$ cat src/rtl/four_bit_mult_arbiter.sv
// four_bit_mult_arbiter
// Lets two requesters share one combinational 4x4 array multiplier.
// A round-robin arbiter picks one request, latches its operands into
// mul_a/mul_b, waits MUL_CYCLES edges for the array to settle, then
// captures mul_p into product and pulses done for the winner.
//
// Ports:
//   clk            clock, rising edge
//   clr            asynchronous active-low reset
//   req0/a0/b0     requester 0 request and operands
//   req1/a1/b1     requester 1 request and operands
//   gnt0/gnt1      one-cycle grant pulse (operands accepted)
//   done0/done1    one-cycle completion pulse for the owner
//   product        last captured product, held until next capture
//   busy           high while an operation is in flight
//   mul_a/mul_b    registered operands to the shared multiplier
//   mul_p          product from the shared multiplier
//   dig1..dig4     display nibbles (mul_a, mul_b, mul_p[7:4], mul_p[3:0])
//
// Build option: define FOUR_BIT_MULT_ARB_DISPLAY_EN to build the display
// registers; otherwise dig1..dig4 are tied to 0.
//
// MUL_CYCLES: edges from grant to product capture, legal range 1..15.
//
// state | meaning
// IDLE  | no operation in flight, arbitrating requests
// WAIT  | operands latched, counting down for the array to settle

module four_bit_mult_arbiter #(
   parameter int unsigned MUL_CYCLES = 2
) (
   input  logic       clk,
   input  logic       clr,
   input  logic       req0,
   input  logic [3:0] a0,
   input  logic [3:0] b0,
   input  logic       req1,
   input  logic [3:0] a1,
   input  logic [3:0] b1,
   output logic       gnt0,
   output logic       gnt1,
   output logic       done0,
   output logic       done1,
   output logic [7:0] product,
   output logic       busy,
   output logic [3:0] mul_a,
   output logic [3:0] mul_b,
   input  logic [7:0] mul_p,
   output logic [3:0] dig1,
   output logic [3:0] dig2,
   output logic [3:0] dig3,
   output logic [3:0] dig4
);

   typedef enum logic {IDLE = 1'b0, WAIT = 1'b1} state_t;

   localparam logic [3:0] CNT_LOAD = 4'(MUL_CYCLES - 1);

   state_t     state, state_nxt;
   logic       owner, owner_nxt;
   logic       last, last_nxt;
   logic [3:0] cnt, cnt_nxt;
   logic [3:0] opa_nxt, opb_nxt;
   logic       gnt0_nxt, gnt1_nxt;
   logic       done0_nxt, done1_nxt;
   logic       cap;

   always_comb begin
      state_nxt = state;
      owner_nxt = owner;
      last_nxt  = last;
      cnt_nxt   = cnt;
      opa_nxt   = mul_a;
      opb_nxt   = mul_b;
      gnt0_nxt  = 1'b0;
      gnt1_nxt  = 1'b0;
      done0_nxt = 1'b0;
      done1_nxt = 1'b0;
      cap       = 1'b0;
      if (state == IDLE) begin
         // On a tie, last==1 means requester 1 went most recently, so 0 wins.
         if (req0 && (!req1 || last)) begin
            opa_nxt   = a0;
            opb_nxt   = b0;
            owner_nxt = 1'b0;
            last_nxt  = 1'b0;
            cnt_nxt   = CNT_LOAD;
            gnt0_nxt  = 1'b1;
            state_nxt = WAIT;
         end else if (req1) begin
            opa_nxt   = a1;
            opb_nxt   = b1;
            owner_nxt = 1'b1;
            last_nxt  = 1'b1;
            cnt_nxt   = CNT_LOAD;
            gnt1_nxt  = 1'b1;
            state_nxt = WAIT;
         end
      end else begin
         if (cnt != 4'd0) begin
            cnt_nxt = cnt - 4'd1;
         end else begin
            cap       = 1'b1;
            done0_nxt = ~owner;
            done1_nxt = owner;
            state_nxt = IDLE;
         end
      end
   end

   always_ff @(posedge clk or negedge clr) begin
      if (!clr) begin
         state   <= IDLE;
         owner   <= 1'b0;
         last    <= 1'b1;
         cnt     <= 4'd0;
         mul_a   <= 4'd0;
         mul_b   <= 4'd0;
         gnt0    <= 1'b0;
         gnt1    <= 1'b0;
         done0   <= 1'b0;
         done1   <= 1'b0;
         product <= 8'd0;
      end else begin
         state <= state_nxt;
         owner <= owner_nxt;
         last  <= last_nxt;
         cnt   <= cnt_nxt;
         mul_a <= opa_nxt;
         mul_b <= opb_nxt;
         gnt0  <= gnt0_nxt;
         gnt1  <= gnt1_nxt;
         done0 <= done0_nxt;
         done1 <= done1_nxt;
         if (cap) product <= mul_p;
      end
   end

   assign busy = (state == WAIT);

`ifdef FOUR_BIT_MULT_ARB_DISPLAY_EN
   always_ff @(posedge clk or negedge clr) begin
      if (!clr) begin
         dig1 <= 4'd0;
         dig2 <= 4'd0;
         dig3 <= 4'd0;
         dig4 <= 4'd0;
      end else if (cap) begin
         dig1 <= mul_a;
         dig2 <= mul_b;
         dig3 <= mul_p[7:4];
         dig4 <= mul_p[3:0];
      end
   end
`else
   assign dig1 = 4'd0;
   assign dig2 = 4'd0;
   assign dig3 = 4'd0;
   assign dig4 = 4'd0;
`endif

endmodule
$ cat config.mk
export PLATFORM = sky130hd
export DESIGN_NAME = four_bit_mult_arbiter
export DESIGN_NICKNAME = d
export VERILOG_FILES = /design/src/rtl/four_bit_mult_arbiter.sv
export SDC_FILE = /design/constraint.sdc
export NUM_CORES = 1
export LEC_CHECK = 0
export CAP_MARGIN = 0
export CORE_ASPECT_RATIO = 1.1
export CORE_MARGIN = 2
export CORE_UTILIZATION = 38
export CTS_BUF_LIST = sky130_fd_sc_hd__clkbuf_8
export DETAILED_ROUTE_END_ITERATION = 10
export GPL_TIMING_DRIVEN = 0
export PLACE_DENSITY_LB_ADDON = 0.05
export SETUP_SLACK_MARGIN = 0.05
export SLEW_MARGIN = 0
export SYNTH_ARGS = -nofsm -noshare
export SYNTH_HDL_FRONTEND = slang
export SYNTH_SLANG_ARGS = --single-unit
$ cat constraint.sdc
create_clock -name clk -period 1.43 [get_ports clk]
set_input_delay 0.286 -clock clk [delete_from_list [all_inputs] [get_ports clk]]
set_output_delay 0.286 -clock clk [all_outputs]
set_load 0.02 [all_outputs]
Figure 1. Cell area per tile.
The die is cut into 6 by 7 equal tiles; black is low, pale yellow is high, 0 to 100% covered.
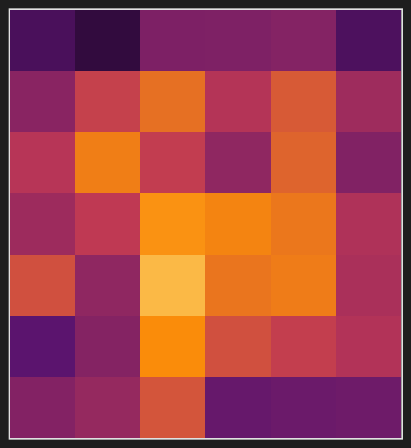
fullest tile = 85%
mean over tiles = 48%
tiles over 75% full = 7.1%
densest ninth of the die = centre
Final Core Density: 59.8%
CORE AREA: 3390 µm²
Floorplan Utilization: 40.6%

Figure 2. Placement by cell class.
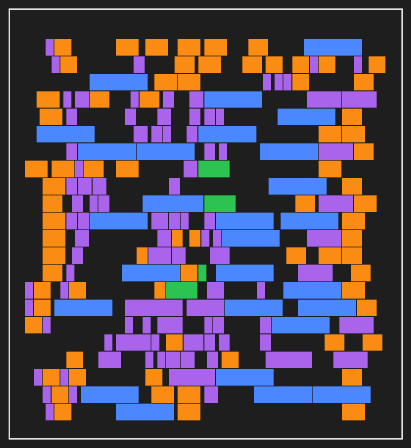
blue -> sequential cells  # cells 27, share of their area 34%
orange -> remaining buffers and delay cells  # cells 72, share of their area 32%
purple -> remaining logic cells  # cells 93, share of their area 31%
green -> clock drivers and dummy loads  # cells 4, share of their area 2.3%
final instance area: 2020 µm²
# rows: 22
flop share of the area: 33.4%

Figure 3. Where the registers sit.
Other sequential cells in the stronger grey, the rest of the logic in the fainter grey.
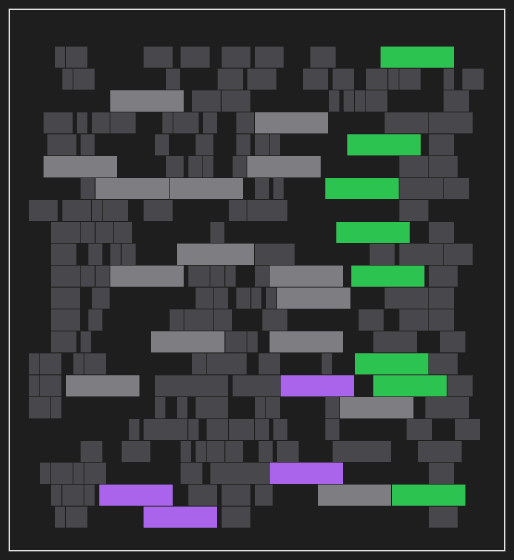
green -> product  # flops 8
purple -> cnt  # flops 4, where south
not coloured = 15
Flop area: 677 µm²
Seq. pwr: 1.33 mW

Figure 4. Routing congestion map.
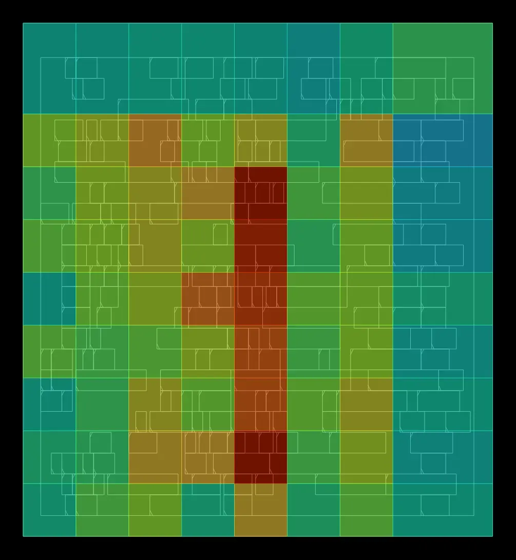
met3 GRT Util: 2.91%
WL per Instance: 12.5 µm
met2 Usage GRT: 27.9%
met1 Use GR: 16.6%
global-route usage over all layers: 15.4%

report_power, final:
part	internal, mW	total [mW]	switching [mW]	leakage (nW)
logic	1.02	2.09	1.08	0.632
clock network	0.193	0.430	0.238	0.0269
registers	1.13	1.33	0.207	0.319
total	2.34	3.86	1.52	0.978
cell type report:
cell class,count,area [µm²]
fill,327,1360
sequential,27,677
multi-input combinational,88,599
timing repair buffer,51,477
buffer,21,148
tap,48,60.1
clock buffer,3,41.3
inverter,5,18.8
clock inverter,1,3.75
cells in the final DEF, fill, tap and decap left out, types with 5 or more instances in the layout:
cell              n
a21oi_1           9
nand2_1           5
nor2_1            9
o21ai_0           9
dfrtp_1          26
conb_1           16
dlygate4sd2_1    21
clkdlybuf4s50_1  26
mux2_4            9
buf_4            19
a31oi_1           8
worst max-delay path, delay by kind of cell, from the launching register on:
family	cells	cell delay, ns
adder cells (fa/ha/maj)	1	0.15
AND/OR/NAND/NOR	2	0.32
flip-flops	1	0.40
multiplexers	1	0.32
buffers and inverters	1	0.08
per-stage QoR:
stage / total power [mW] / TNS [ns]
4_1_cts: 3.89 / 0
6_report: 3.86 / 0
2_1_floorplan: 2.76 / 0
3_3_place_gp: 3.55 / -9.66
3_5_place_dp: 3.60 / -10.79
5_1_grt: 4.14 / 0
kinds of logic (layout without fill, tap and decap cells):
logic type / Yosys count / count (layout) / synth area share [%]
AND-OR/OR-AND: 34 / 34 / 15.3
flip-flops: 27 / 27 / 49.3
AND/OR/NAND/NOR: 27 / 27 / 11.6
buffers and inverters: 26 / 81 / 12.1
multiplexers: 10 / 10 / 10.6
adder cells (fa/ha/maj): 1 / 1 / 0.911
other: 1 / 16 / 0.273
sequential cells by signal (all words and copies together) (netlist names):
name,count
gnt0,1
mul_a,4
done1,1
gnt1,1
last,1
busy,1
product,8
cnt,4
done0,1
mul_b,4
owner,1
metal layers:
metal | vias to the layer above | global-route usage (%)
met2 | 47 | 27.9
met5 | - | 0
li1 | 539 | -
met3 | 6 | 2.91
met4 | 0 | 7.45
met1 | 530 | 16.6
how the worst max path moves through the flow:
stage	start	endpoint	slack, ns
global placement	clr	mul_b[0]	-0.34
floorplan	cnt[0]	product[0]	0.06
global route	cnt[1]	product[0]	0.002
detailed placement	clr	mul_b[2]	-0.36
CTS	cnt[0]	product[4]	0.04
finish	cnt[0]	product[2]	0.05
repair_timing:
item,4_1_cts,5_1_grt
buffers inserted,3,0
pin swaps,1,0
endpoints found under the setup margin,55,10
gates cloned,0,0
resized,24,1
==> ci_impl_report.md <==
### Yosys + OpenROAD results

| Metric | Value |
|---|---|
| DR WL met3 | `235 µm` |
| Final Setup Violations | `0` |
| Crit start category | `flop` |
| Final net count | `226` |
| Setup WS pre-CTS | `-0.362 ns` |
| Detailed placer's ending HPWL | `2260 µm` |
| Hold Buf Count CTS | `0` |
| Met2 wire len | `1530 µm` |
| Post-synth top cells | `dfrtp_1 (26), buf_4 (16)` |
| Top cells by area | `dfrtp_1 (47%), mux2_4 (9.8%), buf_4 (8.7%), a31oi_1 (3.6%), a21oi_1 (3.3%)` |
| Vias per inst | `4.60` |
| Post-synthesis average cell area | `10.9 µm²` |
| TritonCTS clock tree | `yes` |
| Leakage | `0.978 nW` |
| FF-to-FF setup slack | `0.05 ns` |
| Tmin final | `1.38 ns` |
| Fmax | `727 MHz` |
| Routability cong. | `0.696` |
| Synth Cell Area | `1370 µm²` |
| Global-route wire length before repair | `4720 µm` |
| Final Max Slew Viols | `0` |
| # DRC | `0` |
| FF-to-FF Start | `cnt[0]` |
| Maximum VDD drop | `0.736 mV` |
| Sink Count | `27` |
| IO Count | `65` |
| Top-area cell share | `47.4%` |
| CTS Root Cell | `clkbuf_8` |
| Max stage delay on crit path | `0.40 ns` |
| Critical path required time | `1.59 ns` |
| DP Area | `1980 µm²` |
| Max Cap Viol | `0` |
| Wire length on met1 | `1230 µm` |
| Routed wire length | `3050 µm` |
| Routed Antenna Nets | `0` |
| Layout area overhead | `47.4%` |
| Top FF cell, synth | `dfrtp_1` |
| Data arrival time of the critical path | `1.54 ns` |
| Hold crit path type | `input port to async pin` |
| Synth Warn # | `0` |
| H-tree depth | `1` |
| First-pass DRT Iterations | `4` |
| Top Metal Used | `met4` |
| Synth Register Bits | `27` |
| # Cells Yosys | `126` |
| Final cell count without fillers | `244` |
| Count leader, synth | `dfrtp_1` |
| Library cells used by synthesis | `30` |
| Final worst path period share | `96.2%` |
| Cell count after synthesis | `126` |
| Largest net degree at the start of global routing | `28` |
| Tool Warnings | `28` |
| Critical-path cell list | `inv_2 > ha_4 > nand3b_4 > nor2_8 > mux2_4` |
| Synth async-reset ratio | `100%` |
| WHS | `0.373 ns` |
| Cts bufs inserted | `3` |
| Clock Tree Buf Depth | `2` |
| Min setup slack post-route | `0.0546 ns` |
| Worst skew pair latency | `0.27 ns` |
| Worst-case clock skew | `0.00405 ns` |
| EDFF count, synth | `0` |
| Die H | `67.1 µm` |
| Rel. slew slack | `20.7%` |
| Die X | `61.3 µm` |
| Crit. End Element | `flop` |
| YS chip area | `1370 µm²` |
| Worst-path clk slew | `0.09 ns` |
| Outcome | `finished, final reports clean` |
Power is estimated from default activity; no workload was simulated.
